==> src/rtl/fir_ctrl_pkg.sv <==
// fir_ctrl_pkg: shared types, sizes and constants for the FIR control sequencer.
package fir_ctrl_pkg;
   localparam int NUM_MOD      = 4;
   localparam int TAPS_PER_MOD = 10;
   localparam int DRAIN_CYC    = 2;
   localparam int NUM_COEFF    = NUM_MOD * TAPS_PER_MOD;
   localparam int SEG_LEN      = TAPS_PER_MOD + DRAIN_CYC;
   localparam int ADDR_G_W     = 6;
   localparam int ADDR_L_W     = 4;
   localparam int DATA_W       = 16;
   localparam int SEL_W        = 2;

   typedef enum logic [1:0] {
      IDLE   = 2'd0,
      UPDATE = 2'd1,
      MAC    = 2'd2
   } stateT;
endpackage

==> src/rtl/fir_ctrl_fsm_coeff_addr_decode.sv <==
// coeff_addr_decode: splits a global coefficient address into module select and local RAM address.
module coeff_addr_decode
   import fir_ctrl_pkg::*;
(
   input  logic [ADDR_G_W-1:0] iAddr,
   output logic [SEL_W-1:0]    oSel,
   output logic [ADDR_L_W-1:0] oLocal,
   output logic                oValid
);
   logic [ADDR_L_W-1:0] baseLow;
   // Bucket by module, then subtract the bucket base on the low nibble only (the result is < TAPS_PER_MOD).
   always_comb begin
      oValid  = iAddr < ADDR_G_W'(NUM_COEFF);
      oSel    = (iAddr >= ADDR_G_W'(3 * TAPS_PER_MOD)) ? 2'd3 :
                (iAddr >= ADDR_G_W'(2 * TAPS_PER_MOD)) ? 2'd2 :
                (iAddr >= ADDR_G_W'(TAPS_PER_MOD))     ? 2'd1 : 2'd0;
      baseLow = (oSel == 2'd3) ? ADDR_L_W'(3 * TAPS_PER_MOD) :
                (oSel == 2'd2) ? ADDR_L_W'(2 * TAPS_PER_MOD) :
                (oSel == 2'd1) ? ADDR_L_W'(TAPS_PER_MOD)     : '0;
      oLocal  = iAddr[ADDR_L_W-1:0] - baseLow;
   end
endmodule

==> src/rtl/fir_ctrl_fsm.sv <==
// fir_ctrl_fsm: routes host coefficient writes (UPDATE) and sweeps all taps per sample (MAC); optional OVERRUN_DETECT_EN adds oOverrun.
module fir_ctrl_fsm
   import fir_ctrl_pkg::*;
(
   input  logic                iClk,
   input  logic                iRsn,
   input  logic                iEnSample,
   input  logic                iCoeffUpdateFlag,
   input  logic                iCsnRam,
   input  logic                iWrnRam,
   input  logic [ADDR_G_W-1:0] iAddrRam,
   input  logic [DATA_W-1:0]   iWtDtRam,
   output logic [SEL_W-1:0]    oModuleSel,
   output logic                oCsnRam,
   output logic                oWrnRam,
   output logic [ADDR_L_W-1:0] oAddrRam,
   output logic [DATA_W-1:0]   oWtDtRam,
   output logic                oEnMul,
   output logic                oEnAddAcc,
   output logic                oAccClr,
   output logic                oDone
`ifdef OVERRUN_DETECT_EN
   ,
   output logic                oOverrun
`endif
);
   stateT               state;
   logic [ADDR_L_W-1:0] tapCnt;
   logic [ADDR_L_W-1:0] nextTap;
   logic [SEL_W-1:0]    nextMod;
   logic                segEnd;
   logic                lastCyc;
   logic [SEL_W-1:0]    decSel;
   logic [ADDR_L_W-1:0] decLocal;
   logic                decValid;

   coeff_addr_decode uDec (
      .iAddr (iAddrRam),
      .oSel  (decSel),
      .oLocal(decLocal),
      .oValid(decValid)
   );

   // oModuleSel doubles as the module counter during a sweep; tapCnt is the position inside the segment.
   always_comb begin
      segEnd  = tapCnt == ADDR_L_W'(SEG_LEN - 1);
      lastCyc = segEnd && (oModuleSel == SEL_W'(NUM_MOD - 1));
      nextTap = segEnd ? '0 : tapCnt + 1'b1;
      nextMod = segEnd ? oModuleSel + 1'b1 : oModuleSel;
   end

   // Sequencer with registered outputs; enables trail the read by the RAM and multiplier latencies.
   always_ff @(posedge iClk or negedge iRsn) begin
      if (!iRsn) begin
         state      <= IDLE;
         tapCnt     <= '0;
         oModuleSel <= '0;
         oCsnRam    <= 1'b1;
         oWrnRam    <= 1'b1;
         oAddrRam   <= '0;
         oWtDtRam   <= '0;
         oEnMul     <= 1'b0;
         oEnAddAcc  <= 1'b0;
         oAccClr    <= 1'b0;
         oDone      <= 1'b0;
`ifdef OVERRUN_DETECT_EN
         oOverrun   <= 1'b0;
`endif
      end else begin
         oAccClr <= 1'b0;
         oDone   <= 1'b0;
`ifdef OVERRUN_DETECT_EN
         if (iEnSample && state != IDLE) oOverrun <= 1'b1;
`endif
         case (state)
            IDLE: begin
               oCsnRam   <= 1'b1;
               oWrnRam   <= 1'b1;
               oEnMul    <= 1'b0;
               oEnAddAcc <= 1'b0;
               if (iCoeffUpdateFlag) begin
                  state <= UPDATE;
               end else if (iEnSample) begin
                  state      <= MAC;
                  tapCnt     <= '0;
                  oModuleSel <= '0;
                  oAddrRam   <= '0;
                  oCsnRam    <= 1'b0;
                  oAccClr    <= 1'b1;
               end
            end
            UPDATE: begin
               oEnMul    <= 1'b0;
               oEnAddAcc <= 1'b0;
               if (!iCoeffUpdateFlag) begin
                  state   <= IDLE;
                  oCsnRam <= 1'b1;
                  oWrnRam <= 1'b1;
               end else if (decValid) begin
                  oModuleSel <= decSel;
                  oAddrRam   <= decLocal;
                  oCsnRam    <= iCsnRam;
                  oWrnRam    <= iWrnRam;
                  if (!iCsnRam && !iWrnRam) oWtDtRam <= iWtDtRam;
               end else begin
                  oCsnRam <= 1'b1;
                  oWrnRam <= 1'b1;
               end
            end
            MAC: begin
               if (lastCyc) begin
                  state     <= IDLE;
                  oDone     <= 1'b1;
                  oCsnRam   <= 1'b1;
                  oEnMul    <= 1'b0;
                  oEnAddAcc <= 1'b0;
               end else begin
                  tapCnt     <= nextTap;
                  oModuleSel <= nextMod;
                  oWrnRam    <= 1'b1;
                  oCsnRam    <= nextTap >= ADDR_L_W'(TAPS_PER_MOD);
                  if (nextTap < ADDR_L_W'(TAPS_PER_MOD)) oAddrRam <= nextTap;
                  oEnMul     <= (nextTap != '0) && (nextTap <= ADDR_L_W'(TAPS_PER_MOD));
                  oEnAddAcc  <= nextTap >= ADDR_L_W'(2);
               end
            end
            default: state <= IDLE;
         endcase
      end
   end
endmodule

==> config.mk <==
export PLATFORM = sky130hd
export DESIGN_NAME = fir_ctrl_fsm
export DESIGN_NICKNAME = d
export VERILOG_FILES = /design/src/rtl/fir_ctrl_pkg.sv /design/src/rtl/fir_ctrl_fsm_coeff_addr_decode.sv /design/src/rtl/fir_ctrl_fsm.sv
export SDC_FILE = /design/constraint.sdc
export NUM_CORES = 1
export LEC_CHECK = 0
export ABC_AREA = 1
export CAP_MARGIN = 20
export CORE_MARGIN = 3
export CORE_UTILIZATION = 42
export CTS_CLUSTER_DIAMETER = 60
export CTS_CLUSTER_SIZE = 40
export DETAILED_ROUTE_END_ITERATION = 6
export GPL_TIMING_DRIVEN = 1
export PLACE_DENSITY_LB_ADDON = 0.05
export REMOVE_ABC_BUFFERS = 1
export SKIP_CTS_REPAIR_TIMING = 1
export SLEW_MARGIN = 30
export SYNTH_ARGS = -nofsm -noshare
export SYNTH_HDL_FRONTEND = slang
export SYNTH_SLANG_ARGS = --single-unit
==> constraint.sdc <==
create_clock -name iClk -period 1.8 [get_ports iClk]
set_clock_uncertainty 0.2 [all_clocks]
set_input_delay 0.45 -clock iClk [delete_from_list [all_inputs] [get_ports iClk]]
set_output_delay 0.45 -clock iClk [all_outputs]
set_load 0.05 [all_outputs]
Fig. 1: M3 wires
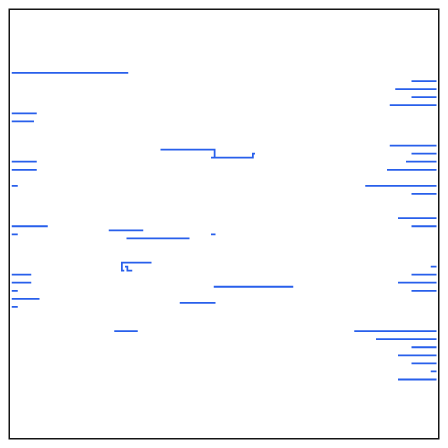
wire length on this layer: 249 um
longest straight run: 19.3 um
routed vias: 1,651
met3 layer usage reported by global route: 3.88%
final wirelength: 4850 um

Fig. 2: metal 2
Cells faint in the background.
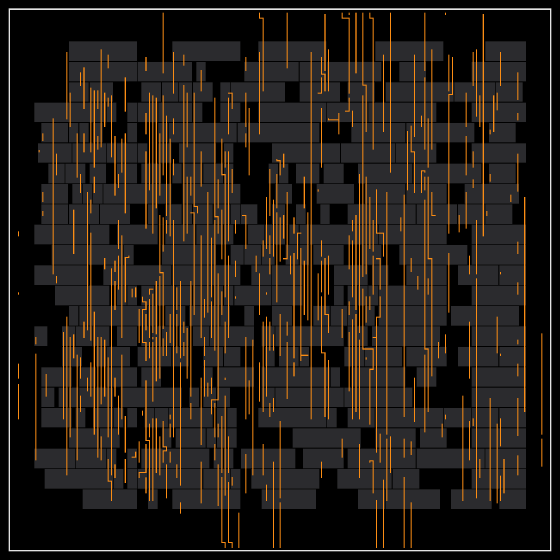
longest straight run: 49.0 um
share of all routed wire: 51%

Fig. 3: track usage over the die
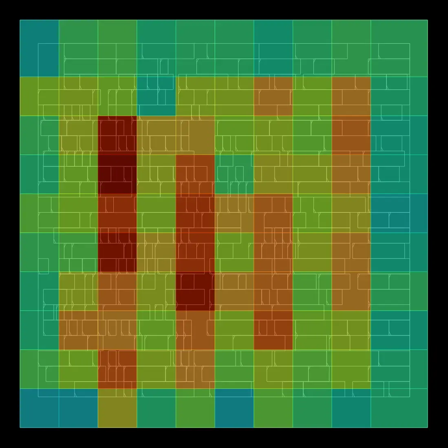
post-DR wirelength/cell: 14.4 um
busiest layer in global routing: met2

Fig. 4: signal metal coverage by tile
14 x 14 tiles, from dark blue (low) to red (high), scaled to the fullest tile. Values are wire area over tile area, all layers added.
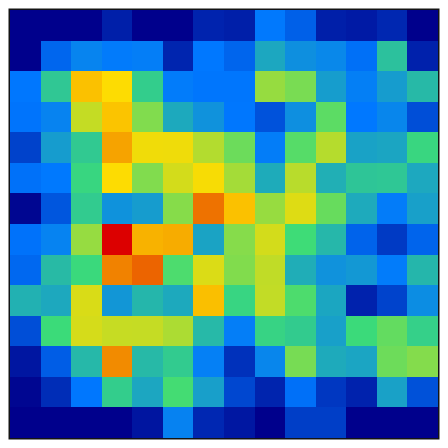
fullest tile: 0.40
nearly empty tiles: 8.7%
densest ninth of the die: center
mean over tiles: 0.15

==> results_slide.txt <==
Physical Implementation Snapshot

Outcome
  • Status: finished with violations
  • Failing checks: setup timing

Critical path
  • Highest-delay cell along the critical path: fa_2
  • Reg-to-reg critical path endpoint: oWtDtRam[12]
  • Crit path cell chain: buf_8 -> nor2_4 -> nand2_2 -> nand2_2 -> nand2_2 -> nand2_4 -> ha_4 -> inv_2 -> fa_2 -> xnor2_2 -> nand2_1 -> nand2_1 -> o21ai_1 -> nand2_1 -> nand2_1
  • FF-to-FF Start: state[1]
  • Critical path fanouts, max: 3

Synth
  • Post-synth EDFFs: 0
  • Syn Inst Count: 197
  • Mapped cell area: 1840 sq um
  • Synth Flop Type: dfrtp_1
  • Netlist cell types: 29
  • Sequential cell area fraction in the yosys report: 46.4%
  • Post-synth area from yosys stat: 1840 sq um

Routing
  • 1st-iter DRT viols: 83
  • Drt drc: 0
  • TritonRoute pass-1 iters: 4

Place
  • Dpl cells: 325
  • DP Area: 2930 sq um
  • DPL Wire Length: 3330 um

Power
  • Comb power frac: 63.3%
  • Switching part of the total: 43.2%
  • Sequential share of power: 26.0%

Finish
  • # diodes: 0
  • Layout cells sized above 1: 47.0%
  • Max reg flops: 16
  • Finished Layout Cells: 337

STA
  • Worst Setup Slack, final: -178 ps
  • Setup violators final: 18
  • Max-slew violation count: 0
  • Final worst path period share: 110%
  • Min Tclk post-route: 1980 ps

Clock network
  • Clk buf depth: 2
  • Clk slew on worst S/H paths: 70 ps
  • CTS tree: built
  • Clock Sinks: 34
  • Clock buffer count from CTS: 5

Floorplan
  • Top Ports: 56
  • Core ar.: 4120 sq um

Hold path
  • HP Class: input pin to async pin

Global route
  • First-pass GRT wire length: 6820 um
  • Initial antenna violation count: 0
[cell usage after synthesis (2+ instances only)]
cell / instances / area [sq um]
ha_1: 9 / 113
dfrtp_1: 32 / 801
nor2_4: 4 / 45.0
o21ai_1: 2 / 10.0
inv_1: 17 / 63.8
nand2_2: 5 / 31.3
a22o_1: 2 / 17.5
nand3_2: 2 / 20.0
o21ai_0: 8 / 40.0
nand2_1: 65 / 244
mux2_1: 10 / 113
o31ai_1: 4 / 30.0
dfstp_2: 2 / 52.6
mux2_2: 7 / 78.8
nor2_1: 10 / 37.5
nand3_1: 3 / 15.0
inv_2: 3 / 11.3
[kinds of logic (layout without fill, tap and decap cells)]
family / after synthesis / count (layout) / share of synthesized area [%]
buf+inv: 22 / 112 / 5.11
mux: 17 / 17 / 10.4
fa+ha+maj: 10 / 10 / 7.22
xor+xnor: 1 / 1 / 0.477
simple gates: 93 / 93 / 22.7
flops: 34 / 34 / 46.4
compound gates: 20 / 20 / 7.63
[per-layer routing]
metal,up-vias,wire length (um),track usage [%]
met5,-,0,0
met4,0,52,5.01
met3,6,248,3.88
met2,50,2490,30.2
met1,782,2060,19.4
li1,813,-,-
[cell type report]
cell class                      instances  area (sq um)
Clock buffer                            6          72.6
Timing Repair Buffer                   84          1090
Multi-Input combinational cell        141          1110
Tap cell                               50          62.6
Sequential cell                        34           855
Fill cell                             248           837
Clock inverter                          2          10.0
Inverter                               20          75.1
[power groups by stage]
| stage | Sequential, mW | Combinational [mW] | Clock [mW] |
|---|---|---|---|
| after floorplan | 1.99 | 0.720 | 0 |
| after global placement | 1.29 | 2.86 | 0 |
| after detailed placement | 1.31 | 2.91 | 0 |
| after CTS | 1.29 | 2.92 | 0.562 |
| after global routing | 1.35 | 3.39 | 0.587 |
| final | 1.32 | 3.22 | 0.543 |
Power and IR drop assume default switching activity.
